### src/rtl/nvme_admin_db_sched_pkg.sv
// Shared types and constants for the admin doorbell scheduler.
package nvme_pkg;

    localparam logic [63:0] SQ0TDBL_OFF = 64'h0000_0000_0000_1000;

    typedef enum logic [1:0] {
        IDLE  = 2'd0,
        ISSUE = 2'd1,
        WAIT  = 2'd2
    } db_state_e;

    typedef enum logic {
        GNT_SQ = 1'b0,
        GNT_CQ = 1'b1
    } db_gnt_e;

    // Distance between consecutive doorbell registers for a given CAP.DSTRD.
    function automatic logic [63:0] db_stride(input int unsigned dstrd);
        return 64'(4) << dstrd;
    endfunction

endpackage

### src/rtl/nvme_admin_db_sched_if.sv
// Pointer/doorbell signal bundle between the queue logic, the scheduler and the doorbell writer.
interface nvme_admin_db_sched_if #(
    parameter int unsigned PTR_W = 4
);
    import nvme_pkg::*;

    logic             enable;
    logic             sq_push;
    logic [PTR_W-1:0] sq_tail;
    logic             sq_full;
    logic             sq_overflow;
    logic             cq_pop;
    logic [PTR_W-1:0] cq_sq_head;
    logic [PTR_W-1:0] cq_head;
    logic             cq_phase;
    logic             db_req;
    logic [63:0]      db_addr;
    logic [31:0]      db_data;
    logic             db_done;
    logic             busy;

    modport slave (
        input  enable, sq_push, cq_pop, cq_sq_head, db_done,
        output sq_tail, sq_full, sq_overflow, cq_head, cq_phase, db_req, db_addr, db_data, busy
    );

    modport master (
        output enable, sq_push, cq_pop, cq_sq_head, db_done,
        input  sq_tail, sq_full, sq_overflow, cq_head, cq_phase, db_req, db_addr, db_data, busy
    );

endinterface

### src/rtl/nvme_qptr.sv
// Queue pointer wrapping at QDEPTH-1 by explicit compare, with an optional phase tag that
// toggles on each wrap.
module nvme_qptr
    import nvme_pkg::*;
#(
    parameter int unsigned QDEPTH    = 16,
    parameter int unsigned PTR_W     = 4,
    parameter bit          HAS_PHASE = 1'b0
) (
    input  logic             i_clk,
    input  logic             i_rst_n,
    input  logic             i_inc,
    output logic [PTR_W-1:0] o_ptr,
    output logic [PTR_W-1:0] o_ptr_nxt,
    output logic             o_phase
);

    localparam logic [PTR_W-1:0] LP_LAST = PTR_W'(QDEPTH - 1);

    logic [PTR_W-1:0] r_ptr;
    logic             r_phase;
    logic             w_wrap;

    assign w_wrap    = (r_ptr == LP_LAST);
    assign o_ptr_nxt = w_wrap ? '0 : r_ptr + PTR_W'(1);
    assign o_ptr     = r_ptr;
    assign o_phase   = r_phase;

    always_ff @(posedge i_clk or negedge i_rst_n) begin
        if (!i_rst_n) begin
            r_ptr   <= '0;
            r_phase <= 1'b1;
        end else if (i_inc) begin
            r_ptr <= o_ptr_nxt;
            if (HAS_PHASE && w_wrap) begin
                r_phase <= ~r_phase;
            end
        end
    end

endmodule

### src/rtl/nvme_admin_db_sched.sv
// Admin SQ-tail / CQ-head owner: coalesces pointer movement into doorbell writes and
// round-robins the two doorbells onto a single req/done MMIO write engine.
module nvme_admin_db_sched
    import nvme_pkg::*;
#(
    parameter int unsigned QDEPTH    = 16,
    parameter int unsigned PTR_W     = 4,
    parameter logic [63:0] BAR0_BASE = 64'h0000_0000_0000_0000,
    parameter int unsigned DSTRD     = 0
) (
    input logic                  user_clk,
    input logic                  user_reset_n,
    nvme_admin_db_sched_if.slave db_if
);

    localparam logic [63:0] LP_SQ_DB = BAR0_BASE + SQ0TDBL_OFF;
    localparam logic [63:0] LP_CQ_DB = LP_SQ_DB + db_stride(DSTRD);

    logic [PTR_W-1:0] w_sq_tail;
    logic [PTR_W-1:0] w_sq_tail_nxt;
    logic [PTR_W-1:0] w_cq_head;
    logic [PTR_W-1:0] w_cq_nxt_unused;
    logic             w_cq_phase;
    logic             w_sq_phase_unused;
    logic             w_sq_full;
    logic             w_sq_inc;
    logic             w_issue_go;
    db_gnt_e          w_tgt;
    db_state_e        w_state_nxt;

    db_state_e        r_state;
    db_gnt_e          r_last_grant;
    logic [PTR_W-1:0] r_sq_head_shadow;
    logic             r_sq_dirty;
    logic             r_cq_dirty;
    logic             r_sq_overflow;
    logic [63:0]      r_db_addr;
    logic [31:0]      r_db_data;

    assign w_sq_full = (w_sq_tail_nxt == r_sq_head_shadow);
    assign w_sq_inc  = db_if.sq_push & ~w_sq_full;

    nvme_qptr #(.QDEPTH(QDEPTH), .PTR_W(PTR_W), .HAS_PHASE(1'b0)) u_sq_tail (
        .i_clk     (user_clk),
        .i_rst_n   (user_reset_n),
        .i_inc     (w_sq_inc),
        .o_ptr     (w_sq_tail),
        .o_ptr_nxt (w_sq_tail_nxt),
        .o_phase   (w_sq_phase_unused)
    );

    nvme_qptr #(.QDEPTH(QDEPTH), .PTR_W(PTR_W), .HAS_PHASE(1'b1)) u_cq_head (
        .i_clk     (user_clk),
        .i_rst_n   (user_reset_n),
        .i_inc     (db_if.cq_pop),
        .o_ptr     (w_cq_head),
        .o_ptr_nxt (w_cq_nxt_unused),
        .o_phase   (w_cq_phase)
    );

    always_comb begin
        w_state_nxt = r_state;
        w_issue_go  = 1'b0;
        w_tgt       = (r_last_grant == GNT_SQ) ? GNT_CQ : GNT_SQ;
        if (!r_cq_dirty) begin
            w_tgt = GNT_SQ;
        end else if (!r_sq_dirty) begin
            w_tgt = GNT_CQ;
        end
        unique case (r_state)
            IDLE: begin
                if (db_if.enable && (r_sq_dirty || r_cq_dirty)) begin
                    w_issue_go  = 1'b1;
                    w_state_nxt = ISSUE;
                end
            end
            ISSUE:   w_state_nxt = WAIT;
            WAIT:    if (db_if.db_done) w_state_nxt = IDLE;
            default: w_state_nxt = IDLE;
        endcase
    end

    // Dirty is cleared when the doorbell value is captured; a pointer move in that same cycle
    // re-arms it so the newer value goes out in a later doorbell.
    always_ff @(posedge user_clk or negedge user_reset_n) begin
        if (!user_reset_n) begin
            r_state          <= IDLE;
            r_last_grant     <= GNT_CQ;
            r_sq_head_shadow <= '0;
            r_sq_dirty       <= 1'b0;
            r_cq_dirty       <= 1'b0;
            r_sq_overflow    <= 1'b0;
            r_db_addr        <= '0;
            r_db_data        <= '0;
        end else begin
            r_state    <= w_state_nxt;
            r_sq_dirty <= w_sq_inc | (r_sq_dirty & ~(w_issue_go & (w_tgt == GNT_SQ)));
            r_cq_dirty <= db_if.cq_pop | (r_cq_dirty & ~(w_issue_go & (w_tgt == GNT_CQ)));
            if (w_issue_go) begin
                r_last_grant <= w_tgt;
                r_db_addr    <= (w_tgt == GNT_SQ) ? LP_SQ_DB : LP_CQ_DB;
                r_db_data    <= (w_tgt == GNT_SQ) ? 32'(w_sq_tail) : 32'(w_cq_head);
            end
            if (db_if.cq_pop) begin
                r_sq_head_shadow <= db_if.cq_sq_head;
            end
            if (db_if.sq_push && w_sq_full) begin
                r_sq_overflow <= 1'b1;
            end
        end
    end

    assign db_if.sq_tail     = w_sq_tail;
    assign db_if.sq_full     = w_sq_full;
    assign db_if.sq_overflow = r_sq_overflow;
    assign db_if.cq_head     = w_cq_head;
    assign db_if.cq_phase    = w_cq_phase;
    assign db_if.db_req      = (r_state == ISSUE);
    assign db_if.db_addr     = r_db_addr;
    assign db_if.db_data     = r_db_data;
    assign db_if.busy        = (r_state != IDLE);

endmodule

### src/flat_wrapper.sv
// flat-port wrapper written by rule: the top's interface ports become plain ports
module nvme_admin_db_sched_flat import nvme_pkg::*;
#(
    parameter int unsigned QDEPTH    = 16,
    parameter int unsigned PTR_W     = 4,
    parameter logic [63:0] BAR0_BASE = 64'h0000_0000_0000_0000,
    parameter int unsigned DSTRD     = 0
)
  (user_clk, user_reset_n, db_if_enable, db_if_sq_push, db_if_cq_pop, db_if_cq_sq_head, db_if_db_done, db_if_sq_tail, db_if_sq_full, db_if_sq_overflow, db_if_cq_head, db_if_cq_phase, db_if_db_req, db_if_db_addr, db_if_db_data, db_if_busy);
  nvme_admin_db_sched_if #(.PTR_W(PTR_W)) db_if_i ();
  input logic user_clk;
  input logic user_reset_n;
  input wire logic [$bits(db_if_i.enable)-1:0] db_if_enable;
  input wire logic [$bits(db_if_i.sq_push)-1:0] db_if_sq_push;
  input wire logic [$bits(db_if_i.cq_pop)-1:0] db_if_cq_pop;
  input wire logic [$bits(db_if_i.cq_sq_head)-1:0] db_if_cq_sq_head;
  input wire logic [$bits(db_if_i.db_done)-1:0] db_if_db_done;
  output wire logic [$bits(db_if_i.sq_tail)-1:0] db_if_sq_tail;
  output wire logic [$bits(db_if_i.sq_full)-1:0] db_if_sq_full;
  output wire logic [$bits(db_if_i.sq_overflow)-1:0] db_if_sq_overflow;
  output wire logic [$bits(db_if_i.cq_head)-1:0] db_if_cq_head;
  output wire logic [$bits(db_if_i.cq_phase)-1:0] db_if_cq_phase;
  output wire logic [$bits(db_if_i.db_req)-1:0] db_if_db_req;
  output wire logic [$bits(db_if_i.db_addr)-1:0] db_if_db_addr;
  output wire logic [$bits(db_if_i.db_data)-1:0] db_if_db_data;
  output wire logic [$bits(db_if_i.busy)-1:0] db_if_busy;
  assign db_if_i.enable = db_if_enable;
  assign db_if_i.sq_push = db_if_sq_push;
  assign db_if_i.cq_pop = db_if_cq_pop;
  assign db_if_i.cq_sq_head = db_if_cq_sq_head;
  assign db_if_i.db_done = db_if_db_done;
  assign db_if_sq_tail = db_if_i.sq_tail;
  assign db_if_sq_full = db_if_i.sq_full;
  assign db_if_sq_overflow = db_if_i.sq_overflow;
  assign db_if_cq_head = db_if_i.cq_head;
  assign db_if_cq_phase = db_if_i.cq_phase;
  assign db_if_db_req = db_if_i.db_req;
  assign db_if_db_addr = db_if_i.db_addr;
  assign db_if_db_data = db_if_i.db_data;
  assign db_if_busy = db_if_i.busy;
  nvme_admin_db_sched #(.QDEPTH(QDEPTH), .PTR_W(PTR_W), .BAR0_BASE(BAR0_BASE), .DSTRD(DSTRD)) u_core (.user_clk(user_clk), .user_reset_n(user_reset_n), .db_if(db_if_i));
endmodule
### config.mk
export PLATFORM = sky130hd
export DESIGN_NAME = nvme_admin_db_sched_flat
export DESIGN_NICKNAME = d
export VERILOG_FILES = /design/src/rtl/nvme_admin_db_sched_pkg.sv /design/src/rtl/nvme_admin_db_sched_if.sv /design/src/rtl/nvme_qptr.sv /design/src/rtl/nvme_admin_db_sched.sv /design/src/flat_wrapper.sv
export SDC_FILE = /design/constraint.sdc
export NUM_CORES = 1
export LEC_CHECK = 0
export CAP_MARGIN = 0
export CORE_MARGIN = 5
export CORE_UTILIZATION = 36
export DETAILED_ROUTE_END_ITERATION = 10
export PLACE_DENSITY = 0.92
export SETUP_SLACK_MARGIN = 0.3
export SYNTH_ARGS = -nofsm -noshare
export SYNTH_HDL_FRONTEND = slang
export SYNTH_SLANG_ARGS = --single-unit
### constraint.sdc
create_clock -name user_clk -period 2.2 [get_ports user_clk]
set_input_delay 0.33 -clock user_clk [delete_from_list [all_inputs] [get_ports user_clk]]
set_output_delay 0.33 -clock user_clk [all_outputs]
set_load 0.01 [all_outputs]
==> Slide: Implementation Results, run 1 <==
Run Summary

CTS
  • Insertion delay to the later sink of the worst-skew pair: 0.26 ns
  • Clock transition at the register clock pins on the worst setup and hold paths after CTS: 0.09 ns
  • Deepest level of the CTS H-tree: 1
  • # hold bufs at CTS: 0
  • Buffer cell driving the clock tree root: sky130_fd_sc_hd__clkbuf_8

Worst setup path
  • Worst r2r dst: u_core.u_sq_tail.o_ptr[0]
  • Crit Path Category: register to register
  • Reg-to-reg critical path startpoint: u_core.u_sq_tail.o_ptr[0]
  • Required time of the critical path: 2.35 ns
  • Worst setup slack for register-to-register paths: 0.13 ns
  • Peak fanout along the critical path: 4

Power and ir drop
  • Peak VDD IR: 0.7053 mV
  • Power density over the cells: 1299 nW/um^2
  • Static leakage: 1.027 nW
  • Power Total: 2.686 mW

Placement
  • Detailed-placement wirelength estimate: 2.737 mm
  • Routability cong.: 0.8128

Timing
  • Slew at the pin closest to its max-slew limit: 0.6130 ns
  • Final Skew: 0.005406 ns
  • Worst hold slack: 0.4192 ns
  • Setup violation total in the final timing report: 0
  • Number of hold violations in the final report: 0
  • Setup repair after global routing missed its margin: yes

Finish
  • Most instantiated logic cells after routing: 90 x sky130_fd_sc_hd__conb_1, 27 x sky130_fd_sc_hd__clkdlybuf4s50_1, 22 x sky130_fd_sc_hd__dfrtp_1
  • Multi-input gate area in the final layout: 868.3 um^2
  • Fraction of layout instances using a drive strength above 1: 17.50%
  • Sequential cell area in the final layout: 629.4 um^2
  • Fill cell instance count of the final layout: 479
  • Diode insertion count for antenna repair: 0

Routing
  • Via density per instance: 3.759
  • Count of antenna-violating nets left after detailed routing: 0
  • Count of routing violations after the opening detailed-route iteration: 39
  • Remaining routing DRC violations: 0

Synthesis
  • Number of standard cells after synthesis: 193
  • Share of async-settable or async-resettable flops after synthesis: 100.0%
  • Count of library flops with an enable pin: 0
  • Syn Std Cell Area: 1813 um^2
  • Area share of the leading cell type in the synthesized netlist: 37.27%
  • Main flop type after synthesis: sky130_fd_sc_hd__dfrtp_1
  • Cell types with the largest area share after synthesis: sky130_fd_sc_hd__buf_4 37%, sky130_fd_sc_hd__dfrtp_1 32%, sky130_fd_sc_hd__mux2_2 4.3%, sky130_fd_sc_hd__xnor2_1 3.9%, sky130_fd_sc_hd__dfstp_2 2.9%
  • Cell type with the largest total area: sky130_fd_sc_hd__buf_4
  • Post-Synthesis Mean Instance Area: 9.394 um^2
  • Number of cells in the yosys synthesis report: 193

Job
  • Count of tool warnings: 28
  • Max Cap Viol: 0

Floorplanning
  • Die outline width: 80.97 um
  • Row count: 25
  • Starting density of the core: 37.64%
  • Die footprint: 6555 um^2
  • Number of I/O pins: 119

Run status
  • Result of the run: finished, final reports clean

GRT
  • Total congestion overflow after global routing: 0
run 1: logic make-up after synthesis:
logic type               Yosys count  synth area share (%)
other                              1                0.2068
multiplexers                      11                 6.557
XOR/XNOR                           8                 3.865
flip-flops                        25                 34.64
adder cells (fa/ha/maj)            2                 1.380
AND-OR/OR-AND                     23                 7.868
buffers and inverters             98                 38.92
AND/OR/NAND/NOR                   25                 6.555
run 1: worst max path at each step:
stage                               from                        end  slack [ns]  cells past startpoint
2_1_floorplan  u_core.u_sq_tail.o_ptr[0]  u_core.u_sq_tail.o_ptr[0]        0.39                      6
3_3_place_gp   u_core.u_sq_tail.o_ptr[3]              db_if_sq_full        0.07                      5
3_5_place_dp   u_core.u_sq_tail.o_ptr[3]              db_if_sq_full      -0.006                      5
4_1_cts        u_core.u_sq_tail.o_ptr[1]              db_if_sq_full        0.17                      6
5_1_grt        u_core.u_sq_tail.o_ptr[0]              db_if_sq_full        0.07                      5
6_report       u_core.u_sq_tail.o_ptr[0]  u_core.u_sq_tail.o_ptr[0]        0.13                      7
run 1: stage by stage:
stage	setup WS [ns]	instance area, um^2	utilization, %	cells
3_3_place_gp	0.06921	1881	39.04	292
6_report	0.1307	2067	42.91	307
2_1_floorplan	0.3863	2147	-	282
5_1_grt	0.06943	2067	42.91	307
3_5_place_dp	-0.006326	1881	39.04	292
4_1_cts	0.1673	2009	41.71	304
run 1: worst max-delay path: stages, from the launching register on:
cell and delay (ns):
sky130_fd_sc_hd__dfrtp_1 0.44, sky130_fd_sc_hd__and4b_2 0.29, sky130_fd_sc_hd__a311oi_4 0.34, sky130_fd_sc_hd__xnor2_2 0.13, sky130_fd_sc_hd__buf_4 0.15, sky130_fd_sc_hd__buf_6 0.11
sky130_fd_sc_hd__o21ai_4 0.17, sky130_fd_sc_hd__mux2_4 0.33
run 1: state kept, by name (all words and copies together) (netlist names):
signal	flops
u_core.db_if.db_addr	2
u_core.db_if.db_data	4
u_core.db_if.sq_overflow	1
u_core.r_cq_dirty	1
u_core.r_last_grant	1
u_core.r_sq_dirty	1
u_core.r_sq_head_shadow	4
u_core.r_state	2
u_core.u_cq_head.o_phase	1
u_core.u_cq_head.o_ptr	4
u_core.u_sq_tail.o_ptr	4
run 1: what timing repair did:
item,CTS,global route
setup buffers,8,3
pin swaps,5,5
gates resized,12,6
endpoints found under the setup margin,3,5
run 1: power by group:
part           internal [mW]  switching [mW]  total [mW]
clock                  0.129           0.137       0.267
sequential             0.650           0.174       0.824
combinational          0.853           0.742        1.60
run 1: layer usage:
| layer | vias to the layer above | global-route usage [%] | part of all wire [%] | routed length, um |
|---|---|---|---|---|
| met5 | - | 0 | 0 | 0 |
| met4 | 0 | 1.182 | 2.4 | 89 |
| met3 | 8 | 3.215 | 11 | 426 |
| met2 | 80 | 17.49 | 50 | 1873 |
| met1 | 531 | 10.97 | 36 | 1323 |
| li1 | 535 | - | - | - |
run 1: cell type report:
type                    instances  area share [%]
clock buffers                   4           2.179
inverters                       6           1.090
multi-input cells             159           42.01
flip-flops and latches         25           30.45
well taps                      67           4.056
repair buffers                 46           20.22
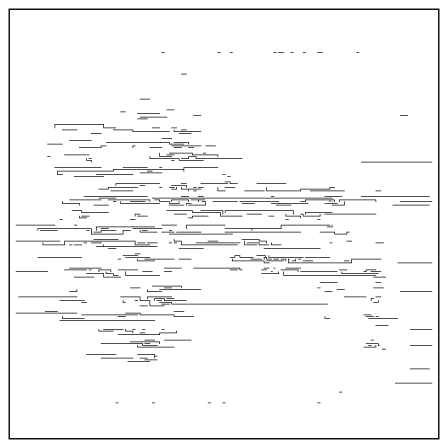
Fig. 1. Metal 1 (run 1).
- main direction: horizontal
- wire length on this layer: 1320 um
- nets with wire on the layer: 166

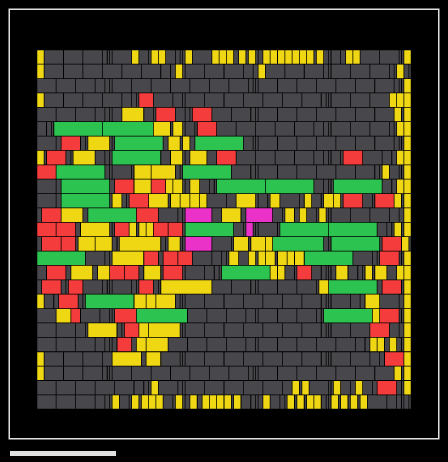
Fig. 2. Placement by cell class (run 1).
The bar under the picture is 20 um long. Fill, decap, tap and diode cells in gray.
- flops: green (cells 25; share of their area 32%)
- clock drivers and dummy loads: magenta (cells 4; share of their area 2.3%)
- combinational and other logic: yellow (cells 165; share of their area 45%)
- other buffers and delay cells: red (cells 46; share of their area 21%)

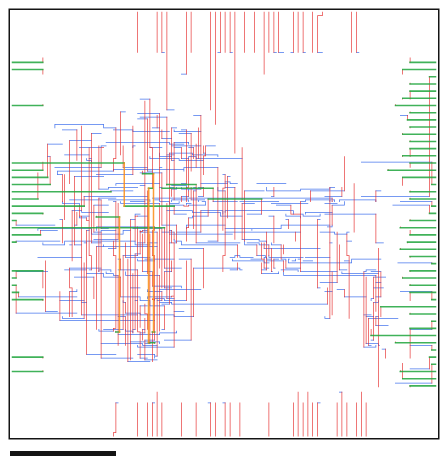
Fig. 3. Metal layers overlaid (run 1).
The bar under the picture is 20 um long.
- metal 2: red (wire length 1870 um)
- metal 4: orange (wire length 89.1 um)
- metal 1: blue (wire length 1320 um)
- metal 3: green (wire length 426 um)
global-route usage over all layers: 9.532%
DR vias: 1154
total wire length: 3.712 mm
Wirelength per Cell: 12.09 um

--- run 2 (diff from run 1) ---
--- a/config.mk
+++ b/config.mk
@@ -11,6 +11,7 @@
 export DETAILED_ROUTE_END_ITERATION = 10
 export PLACE_DENSITY = 0.92
 export SETUP_SLACK_MARGIN = 0.3
+export SKIP_CTS_REPAIR_TIMING = 1
 export SYNTH_ARGS = -nofsm -noshare
 export SYNTH_HDL_FRONTEND = slang
 export SYNTH_SLANG_ARGS = --single-unit
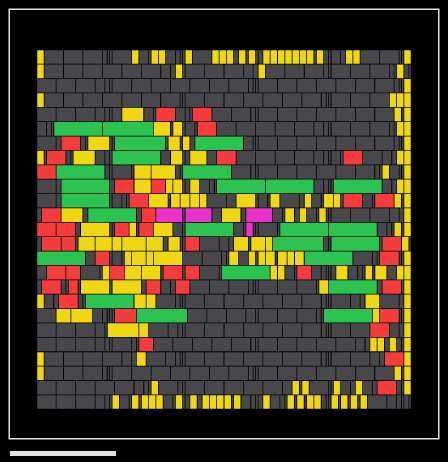
Fig. 4. Placement by cell class (run 2).
The bar under the picture is 20 um long. Fill, decap, tap and diode cells in gray.
- clock drivers and dummy loads: magenta (cells 4; share of their area 2.3%)
- other buffers and delay cells: red (cells 43; share of their area 20%)
- combinational and other logic: yellow (cells 165; share of their area 45%)
- flops: green (cells 25; share of their area 33%)

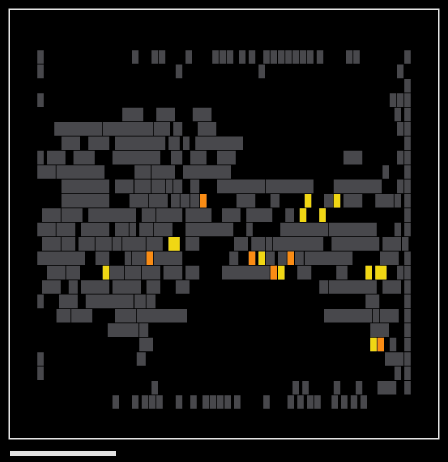
Fig. 5. Selected gate families (run 2).
The bar under the picture is 20 um long.
- NOR gates: yellow (cells 11)
- inverters: orange (cells 6)

==> run 2 against run 1 <==
Effect of this change:
- cell count decreased by 0.98%
- non-clock buffer count decreased by 3
- clock-buffer cell count unchanged
- power decreased by 6.2%
- clock skew increased by 0.0015 ns
- critical path type is now register to output port
- highest routed layer unchanged
==> Slide: Implementation Results, run 2 <==
Run Summary

Floorplanning
  • Row count: 25 (unchanged)
  • CORE AREA: 4817 um^2 (unchanged)
  • Height of the die: 80.97 um (unchanged)
  • Number of I/O pins: 119 (unchanged)
  • Die footprint: 6555 um^2 (unchanged)
  • Die outline width: 80.97 um (unchanged)
  • Starting density of the core: 37.64% (unchanged)

Synthesis
  • Count of library flops with an enable pin: 0 (unchanged)
  • Share of async-settable or async-resettable flops after synthesis: 100.0% (unchanged)
  • Seq share, synth: 34.64% (unchanged)
  • Post-synth top cells: 90 x sky130_fd_sc_hd__buf_4, 23 x sky130_fd_sc_hd__dfrtp_1, 9 x sky130_fd_sc_hd__nor2_1 (unchanged)
  • Cell types with the largest area share after synthesis: sky130_fd_sc_hd__buf_4 37%, sky130_fd_sc_hd__dfrtp_1 32%, sky130_fd_sc_hd__mux2_2 4.3%, sky130_fd_sc_hd__xnor2_1 3.9%, sky130_fd_sc_hd__dfstp_2 2.9% (unchanged)
  • Post-synth regs: 25 (unchanged)
  • Syn Std Cell Area: 1813 um^2 (unchanged)
  • Main flop type after synthesis: sky130_fd_sc_hd__dfrtp_1 (unchanged)
  • Synthesis warning total: 0 (unchanged)
  • Post-Synthesis Mean Instance Area: 9.394 um^2 (unchanged)
  • Number of standard cells after synthesis: 193 (unchanged)
  • Area of the synthesized netlist per yosys stat: 1813 um^2 (unchanged)
  • Number of cells in the yosys synthesis report: 193 (unchanged)
  • Most instantiated library cell after synthesis: sky130_fd_sc_hd__buf_4 (unchanged)
  • Cell type with the largest total area: sky130_fd_sc_hd__buf_4 (unchanged)
  • Area share of the leading cell type in the synthesized netlist: 37.27% (unchanged)

Worst setup path
  • Required time of the critical path: 1.87 ns (was 2.35 ns)
  • Reg-to-reg critical path startpoint: u_core.u_sq_tail.o_ptr[2] (was u_core.u_sq_tail.o_ptr[0])
  • Timing startpoint of the critical path: u_core.u_sq_tail.o_ptr[2] (was u_core.u_sq_tail.o_ptr[0])
  • Reg2Reg Depth: 7 (unchanged)
  • Peak fanout along the critical path: 5 (was 4)
  • Crit Path Category: register to output port (was register to register)
  • Element type at the critical path start: register (unchanged)
  • Endpoint type of the worst setup path: output port (was register)
  • CP Data Arrival Time: 1.74 ns (was 2.22 ns)

Timing
  • Final critical-path required period: 2.067 ns (was 2.069 ns)
  • Crit share post-route: 93.94% (was 94.06%)
  • Maximum clock frequency: 0.4839 GHz (was 0.4832 GHz)
  • Max-slew violations: 0 (unchanged)
  • Slew at the pin closest to its max-slew limit: 0.5703 ns (was 0.6130 ns)
  • Final Skew: 0.006895 ns (was 0.005406 ns)
  • Worst hold slack: 0.4236 ns (was 0.4192 ns)
  • Max-slew headroom: 61.90% (was 59.05%)
  • Number of hold violations in the final report: 0 (unchanged)
  • Setup violation total in the final timing report: 0 (unchanged)
  • Setup repair after global routing missed its margin: yes (unchanged)

Placement
  • Routability cong.: 0.8128 (unchanged)
  • Detailed-placement wirelength estimate: 2.737 mm (unchanged)
  • Cell area after placement: 1881 um^2 (unchanged)

Power and ir drop
  • Power density over the cells: 1254 nW/um^2 (was 1299 nW/um^2)
  • Peak VDD IR: 0.8054 mV (was 0.7053 mV)
  • Static leakage: 1.002 nW (was 1.027 nW)

Routing
  • Wirelength per Cell: 11.13 um (was 12.09 um)
  • Count of routing violations after the opening detailed-route iteration: 43 (was 39)
  • DR vias: 1123 (was 1154)
  • Via density per instance: 3.694 (was 3.759)
  • Count of antenna-violating nets left after detailed routing: 0 (unchanged)
  • Remaining routing DRC violations: 0 (unchanged)
  • Total wire length: 3.384 mm (was 3.712 mm)

Finish
  • Fill cell instance count of the final layout: 480 (was 479)
  • Area growth from synthesis to layout: 10.90% (was 14.01%)
  • Fraction of layout instances using a drive strength above 1: 15.61% (was 17.50%)
  • Diode insertion count for antenna repair: 0 (unchanged)
  • Final-stage net count: 250 (was 253)
  • Final core area utilization: 41.74% (was 42.91%)
  • Final non-filler cell area: 2011 um^2 (was 2067 um^2)
  • Top logic cell by instance count in the layout: sky130_fd_sc_hd__conb_1 (unchanged)
  • Most instantiated logic cells after routing: 90 x sky130_fd_sc_hd__conb_1, 27 x sky130_fd_sc_hd__clkdlybuf4s50_1, 21 x sky130_fd_sc_hd__dfrtp_1 (was 90 x sky130_fd_sc_hd__conb_1, 27 x sky130_fd_sc_hd__clkdlybuf4s50_1, 22 x sky130_fd_sc_hd__dfrtp_1)

GRT
  • Global-route usage over all layers: 8.623% (was 9.532%)
  • Pin count of the biggest net entering global routing: 26 (unchanged)
  • Number of global-route vias before repair: 992 (was 1052)
  • Antenna violations before repair: 0 (unchanged)
  • Total congestion overflow after global routing: 0 (unchanged)

CTS
  • Clock net sink count: 25 (unchanged)
  • Insertion delay to the later sink of the worst-skew pair: 0.26 ns (about the same)
  • Deepest level of the CTS H-tree: 1 (unchanged)
  • Clock tree from TritonCTS: built (unchanged)
  • Number of clock buffers inserted by TritonCTS: 3 (unchanged)
  • Maximum number of buffers from clock root to sink: 2 (unchanged)
  • Buffer cell driving the clock tree root: sky130_fd_sc_hd__clkbuf_8 (unchanged)
  • Clock transition at the register clock pins on the worst setup and hold paths after CTS: 0.09 ns (about the same)

Job
  • Max Cap Viol: 0 (unchanged)
  • Count of tool warnings: 27 (was 28)

Worst hold path
  • Type of the most critical hold path: primary input to async pin (unchanged)

Run status
  • Result of the run: finished, final reports clean (unchanged)
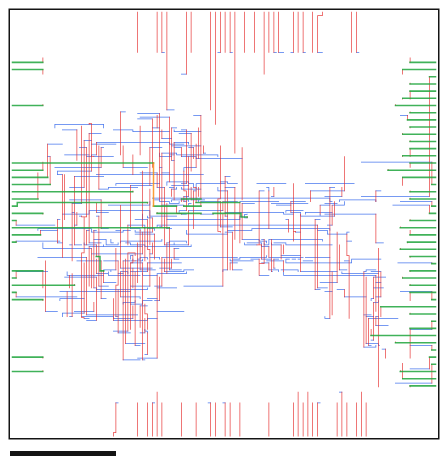
Fig. 6. Metal layers overlaid (run 2).
The bar under the picture is 20 um long.
- metal 2: red (wire length 1690 um)
- metal 3: green (wire length 455 um)
- metal 1: blue (wire length 1230 um)
- metal 4: orange (wire length 8.20 um)

run 2: cell counts after synthesis:
No cell type changed its count.
run 2: final timing paths:
check	endpoint	slack (ns)
min in group user_clk	u_core.db_if.sq_overflow	0.49
worst min-delay path	u_core.db_if.sq_overflow	0.42
worst max register to register	u_core.u_sq_tail.o_ptr[0]	0.15
max in group asynchronous	u_core.r_last_grant	1.48
worst min register to register	u_core.db_if.sq_overflow	0.49
worst max-delay path	db_if_sq_full	0.13
run 2: through the flow:
step                      power (mW)   TNS (ns)  std cells  setup slack, ns
after floorplan                1.598          0        282           0.3863
after global placement         2.027          0        292          0.06921
after detailed placement       2.082  -0.006326        292        -0.006326
after CTS                      2.355    -0.3151        296          -0.3151
after global routing           2.690          0        304          0.07759
final                          2.520          0        304           0.1333
run 2: cells by family (layout without fill, tap and decap cells):
family	Yosys count	after routing	share of synthesized area, %
simple gates	25	25	6.555
buf+inv	98	53	38.92
compound gates	23	23	7.868
xor+xnor	8	8	3.865
mux	11	11	6.557
flops	25	25	34.64
other cells	1	90	0.2068
fa+ha+maj	2	2	1.380
run 2: report_power, final:
part	total [mW]	internal, mW	leakage [nW]	switching, mW
clock network	0.266	0.129	0.0228	0.136
registers	0.822	0.652	0.283	0.170
logic	1.43	0.772	0.697	0.661
total	2.52	1.55	1.00	0.967
run 2: layout make-up:
class                   instances  area, um^2  share of cell area (%)
clock buffers                   4       45.04                   2.240
inverters                       6       22.52                   1.120
multi-input cells             159       837.1                   41.63
flip-flops and latches         25       630.6                   31.36
well taps                      67       83.83                   4.169
repair buffers                 43       391.6                   19.48
run 2: worst max-delay path, cell delays in order, from the launching register on:
cell and delay [ns]:
sky130_fd_sc_hd__dfrtp_2 0.45, sky130_fd_sc_hd__and4b_1 0.24, sky130_fd_sc_hd__a311oi_2 0.34, sky130_fd_sc_hd__xnor2_1 0.15
sky130_fd_sc_hd__nor2_1 0.15, sky130_fd_sc_hd__buf_2 0.15
run 2: per-layer routing:
layer  vias to the layer above  wire [um]  GRT usage, %
met5                         -          0             0
met4                         0          8        0.5068
met3                         2        455         3.659
met2                        80       1686         15.35
met1                       511       1233         10.08
li1                        530          -             -
Power and IR drop assume default switching activity.
